$ cat config.mk
export PLATFORM = sky130hd
export DESIGN_NAME = ctpuf_resp_gen
export DESIGN_NICKNAME = d
export VERILOG_FILES = /design/src/rtl/ctpuf_resp_gen.sv
export SDC_FILE = /design/constraint.sdc
export NUM_CORES = 1
export LEC_CHECK = 0
export CORE_MARGIN = 4
export CORE_UTILIZATION = 35
export CTS_CLUSTER_SIZE = 8
export DETAILED_ROUTE_END_ITERATION = 10
export GPL_TIMING_DRIVEN = 0
export PLACE_DENSITY = 0.6
export SLEW_MARGIN = 40
export SYNTH_ARGS = -nofsm -noshare
export SYNTH_HDL_FRONTEND = slang
export SYNTH_SLANG_ARGS = --single-unit
export TNS_END_PERCENT = 5
$ cat constraint.sdc
create_clock -name clk -period 2.6 [get_ports clk]
set_input_delay 0.52 -clock clk [delete_from_list [all_inputs] [get_ports clk]]
set_output_delay 0.52 -clock clk [all_outputs]
set_load 0.1 [all_outputs]
$ cat src/rtl/ctpuf_resp_gen.sv
// CTPUF response generator: majority-voted multi-bit response from the tristate PUF cell.
// Optional macro PUF_UNSTABLE_EN adds a per-bit non-unanimous vote flag output.
module ctpuf_resp_gen #(
  parameter int CHAL_W = 8,
  parameter int RESP_W = 8,
  parameter int N_EVAL = 5,
  parameter int SETTLE = 4
) (
  input  logic                                                   clk,
  input  logic                                                   reset,
  input  logic                                                   start,
  input  logic [CHAL_W-1:0]                                      chal,
  output logic                                                   busy,
  output logic                                                   puf_en,
  output logic [CHAL_W+((RESP_W > 1) ? $clog2(RESP_W) : 1)-1:0] puf_chal,
  input  logic                                                   puf_bit,
  output logic [RESP_W-1:0]                                      resp,
  output logic                                                   resp_valid,
`ifdef PUF_UNSTABLE_EN
  output logic [RESP_W-1:0]                                      unstable,
`endif
  input  logic                                                   resp_ack
);

  localparam int IDX_W  = (RESP_W > 1) ? $clog2(RESP_W) : 1;
  localparam int CNT_W  = $clog2(N_EVAL + 1);
  localparam int SCNT_W = (SETTLE > 1) ? $clog2(SETTLE) : 1;

  localparam logic [2:0] S_IDLE   = 3'd0;
  localparam logic [2:0] S_GAP    = 3'd1;
  localparam logic [2:0] S_SETTLE = 3'd2;
  localparam logic [2:0] S_SAMPLE = 3'd3;
  localparam logic [2:0] S_DONE   = 3'd4;

  logic [2:0]        state;
  logic [CHAL_W-1:0] chal_q;
  logic [IDX_W-1:0]  idx;
  logic [CNT_W-1:0]  eval_cnt;
  logic [CNT_W-1:0]  ones;
  logic [CNT_W-1:0]  ones_nxt;
  logic [SCNT_W-1:0] settle_cnt;
  logic [RESP_W-1:0] resp_q;
  logic              vote;
`ifdef PUF_UNSTABLE_EN
  logic [RESP_W-1:0] unst_q;
  logic              split;
`endif

  // Vote includes the sample being taken this cycle.
  always_comb begin
    ones_nxt = ones + CNT_W'(puf_bit);
    vote     = (ones_nxt >= CNT_W'((N_EVAL + 1) / 2));
  end

`ifdef PUF_UNSTABLE_EN
  always_comb begin
    split = (ones_nxt != '0) && (ones_nxt != CNT_W'(N_EVAL));
  end
`endif

  always_ff @(posedge clk) begin
    if (reset) begin
      state      <= S_IDLE;
      chal_q     <= '0;
      idx        <= '0;
      eval_cnt   <= '0;
      ones       <= '0;
      settle_cnt <= '0;
      resp_q     <= '0;
`ifdef PUF_UNSTABLE_EN
      unst_q     <= '0;
`endif
    end else begin
      case (state)
        S_IDLE: begin
          if (start) begin
            chal_q   <= chal;
            idx      <= '0;
            eval_cnt <= '0;
            ones     <= '0;
            resp_q   <= '0;
`ifdef PUF_UNSTABLE_EN
            unst_q   <= '0;
`endif
            state    <= S_GAP;
          end
        end
        S_GAP: begin
          settle_cnt <= '0;
          state      <= S_SETTLE;
        end
        S_SETTLE: begin
          if (settle_cnt == SCNT_W'(SETTLE - 1)) begin
            state <= S_SAMPLE;
          end else begin
            settle_cnt <= settle_cnt + 1'b1;
          end
        end
        S_SAMPLE: begin
          if (eval_cnt != CNT_W'(N_EVAL - 1)) begin
            eval_cnt <= eval_cnt + 1'b1;
            ones     <= ones_nxt;
            state    <= S_GAP;
          end else begin
            // Decoded write avoids a variable bit-select on a possibly 1-bit vector.
            for (int unsigned i = 0; i < RESP_W; i++) begin
              if (idx == IDX_W'(i)) begin
                resp_q[i] <= vote;
`ifdef PUF_UNSTABLE_EN
                unst_q[i] <= split;
`endif
              end
            end
            eval_cnt <= '0;
            ones     <= '0;
            if (idx == IDX_W'(RESP_W - 1)) begin
              state <= S_DONE;
            end else begin
              idx   <= idx + 1'b1;
              state <= S_GAP;
            end
          end
        end
        S_DONE: begin
          if (resp_ack) begin
            state <= S_IDLE;
          end
        end
        default: state <= S_IDLE;
      endcase
    end
  end

  always_comb begin
    busy       = (state != S_IDLE);
    puf_en     = (state == S_SETTLE) || (state == S_SAMPLE);
    resp_valid = (state == S_DONE);
    puf_chal   = (state == S_IDLE) ? '0 : {chal_q, idx};
    resp       = resp_valid ? resp_q : '0;
`ifdef PUF_UNSTABLE_EN
    unstable   = resp_valid ? unst_q : '0;
`endif
  end

endmodule

Figure 1. Floorplan with the power grid.
Pins as bars on the die edge. Tap cells in gray.
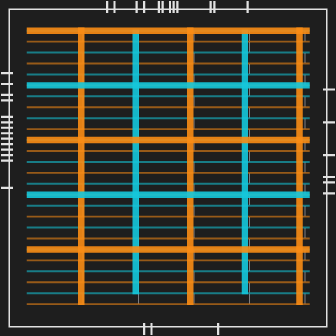
legend:
  orange:
    net: VSS
  cyan:
    net: VDD
met1 rails: 26
tap cells: 67
rows: 25
signal pins: 35

Figure 2. Cell classes on the final placement.
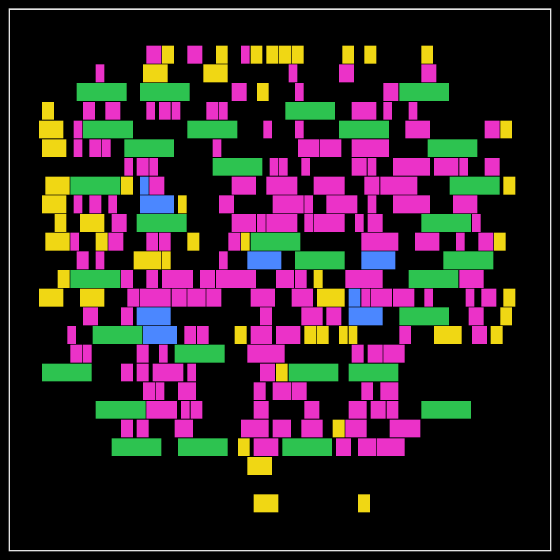
legend:
  magenta:
    class: remaining logic cells
    cells: 157
    share_of_their_area: 51%
  green:
    class: registers
    cells: 30
    share_of_their_area: 29%
  yellow:
    class: remaining buffers and delay cells
    cells: 50
    share_of_their_area: 15%
  blue:
    class: clock drivers and dummy loads
    cells: 8
    share_of_their_area: 4.4%
Post-Layout Inst Area: 2160 um^2
Std-Cell Rows: 25
flop share of the area: 27.8%
Final Util: 45.2%
core outline area: 4790 um^2

Figure 3. Signal wires by layer.
Bar = 20 um.
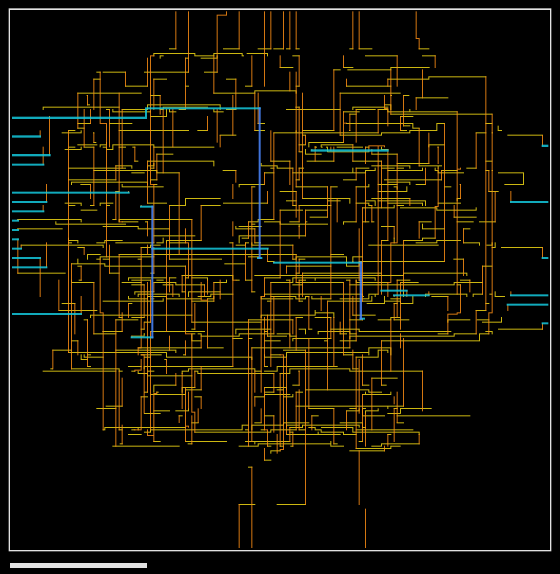
legend:
  blue:
    layer: M4
    wire_length: 49.0 um
  orange:
    layer: M2
    wire_length: 1730 um
  yellow:
    layer: M1
    wire_length: 1960 um
  cyan:
    layer: M3
    wire_length: 171 um
GRT Resource Usage Total: 13.7%
WL final: 3.91 mm
via count: 1530
WL per Instance: 12.5 um

Figure 4. Clock distribution.
Bar = 20 um.
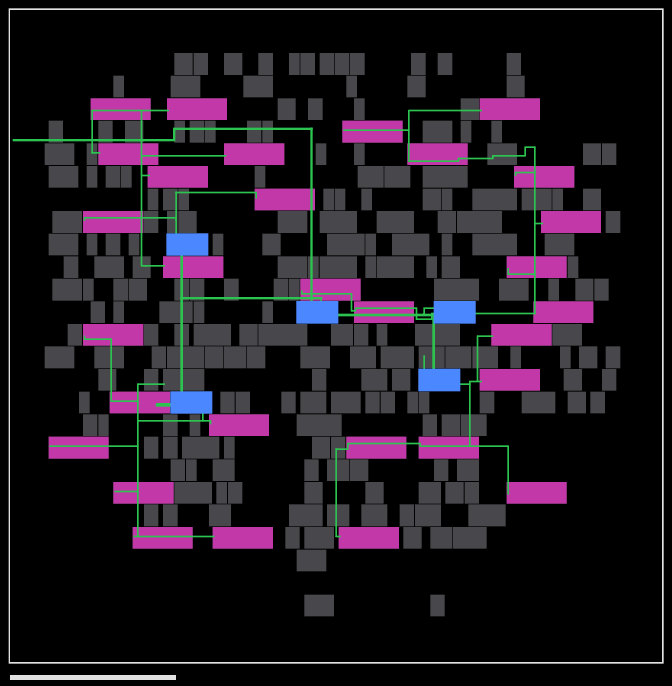
legend:
  magenta:
    item: flip-flops
    count: 30
  blue:
    item: clock-net drivers
    count: 5
  green:
    item: clock wires
    length: 443 um
routed clock nets: 6

Figure 5. Routing congestion.
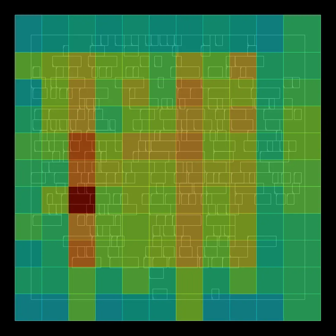
met2 Use GR: 21.2%
Most Crowded Layer GR: met2
met3 usage: 3.78%
met1 Use GR: 18.5%

-- power by group through the flow --
stage | registers [mW] | logic [mW] | clock network (mW)
finish | 0.491 | 0.342 | 0.387
global route | 0.493 | 0.370 | 0.422
CTS | 0.491 | 0.345 | 0.395
detailed placement | 0.501 | 0.344 | 0
global placement | 0.500 | 0.357 | 0
floorplan | 0.498 | 0.271 | 0
-- critical path, cell delays in order (launching register included) --
cell and delay [ps]:
dfxtp_1 400, buf_2 260, clkbuf_1 310, and3_1 210, buf_2 420
-- logic make-up after synthesis --
logic type / count (synthesis) / share of synthesized area (%)
adder cells (fa/ha/maj): 11 / 7.89
AND-OR/OR-AND: 39 / 17.4
multiplexers: 8 / 4.59
XOR/XNOR: 1 / 0.502
buffers and inverters: 25 / 7.10
flip-flops: 30 / 34.4
AND/OR/NAND/NOR: 89 / 28.1
==> run_results.csv <==
group,metric,value,unit
place,dpl.hpwl,2.85,mm
pwr,power.internal,807,uW
finish,syn2layout_area_growth,23.9,%
setup_path,reg2regPathDepth,5,
clocking,cts_tree,"done",
final_timing,hold_violations,0,
setup_path,arrival,1880,ps
setup_path,rrSetupSlack,800,ps
floorplanning,n_tap_cell,67,
detailed_routing,viasPerCell,4.90,
pwr,p_comb_share,28.0,%
detailed_routing,drt_iter0_markers,33,
synthesis,netlist.area_leader.share,34.4,%
detailed_routing,antenna_left,0,
setup_path,worst_setup_path_end_kind,"output pin",
pwr,total_leakage_power,0.898,nW
finish,nonClkBufAreaFrac,14.9,%
clocking,clkTransAtPathRegs,60,ps
finish,diodes,0,
worst_hold_path,min_to,"chal_q[0]$_SDFFE_PP0P_",
synthesis,syn_area,1740,um^2
detailed_routing,met2WireLength,1.73,mm
pwr,ir_worst_vdd,0.000288,V
floorplanning,fp_util,36.4,%
clocking,cts-htree-levels,2,
pwr,seq_power_share,40.2,%
synthesis,top_cells_by_count,"30 x dfxtp_1, 30 x nand2_1, 17 x a21oi_1, 13 x nor2b_1",
synthesis,ys_types,45,
detailed_routing,top_layer,"met4",
final_timing,rsz0062_at_grt,"no",
detailed_routing,drcViolationCount,0,
final_timing,post-route-min-period,2400,ps
finish,clk_share,4.23,%
clocking,clockBufferDepth,2,
detailed_routing,met1_length,1.96,mm
setup_path,timing.rr.end,"resp_q[5]$_SDFFE_PP0P_",
place,gp_congestion,0.724,
global_routing,grt_pass1_vias,1480,
setup_path,crit_end,"resp[1]",
finish,dominant_cells,"logic gates",
finish,regArea,601,um^2
pwr,p_per_area,564,nW/um^2
worst_hold_path,holdPathStages,2,
setup_path,path_class,"reg2out",
clocking,clock_sinks,30,
final_timing,fin_tns_setup,0,ps
finish,final_nets,268,
job,warnings,31,
global_routing,grt_start_max_net_pins,11,
setup_path,startpoint,"state[2]$_SDFFE_PP0P_",
pwr,power,1.22,mW
finish,layout.cells.non_filler,312,
place,placed_area,2070,um^2
global_routing,grt_overflow,0,
finish,logic_gates,148,
outcome,status,"finished, final reports clean",
synthesis,synthArstFlopShare,0,%
setup_path,worstSetupStartpointType,"flop",
Power is estimated from default activity; no workload was simulated.
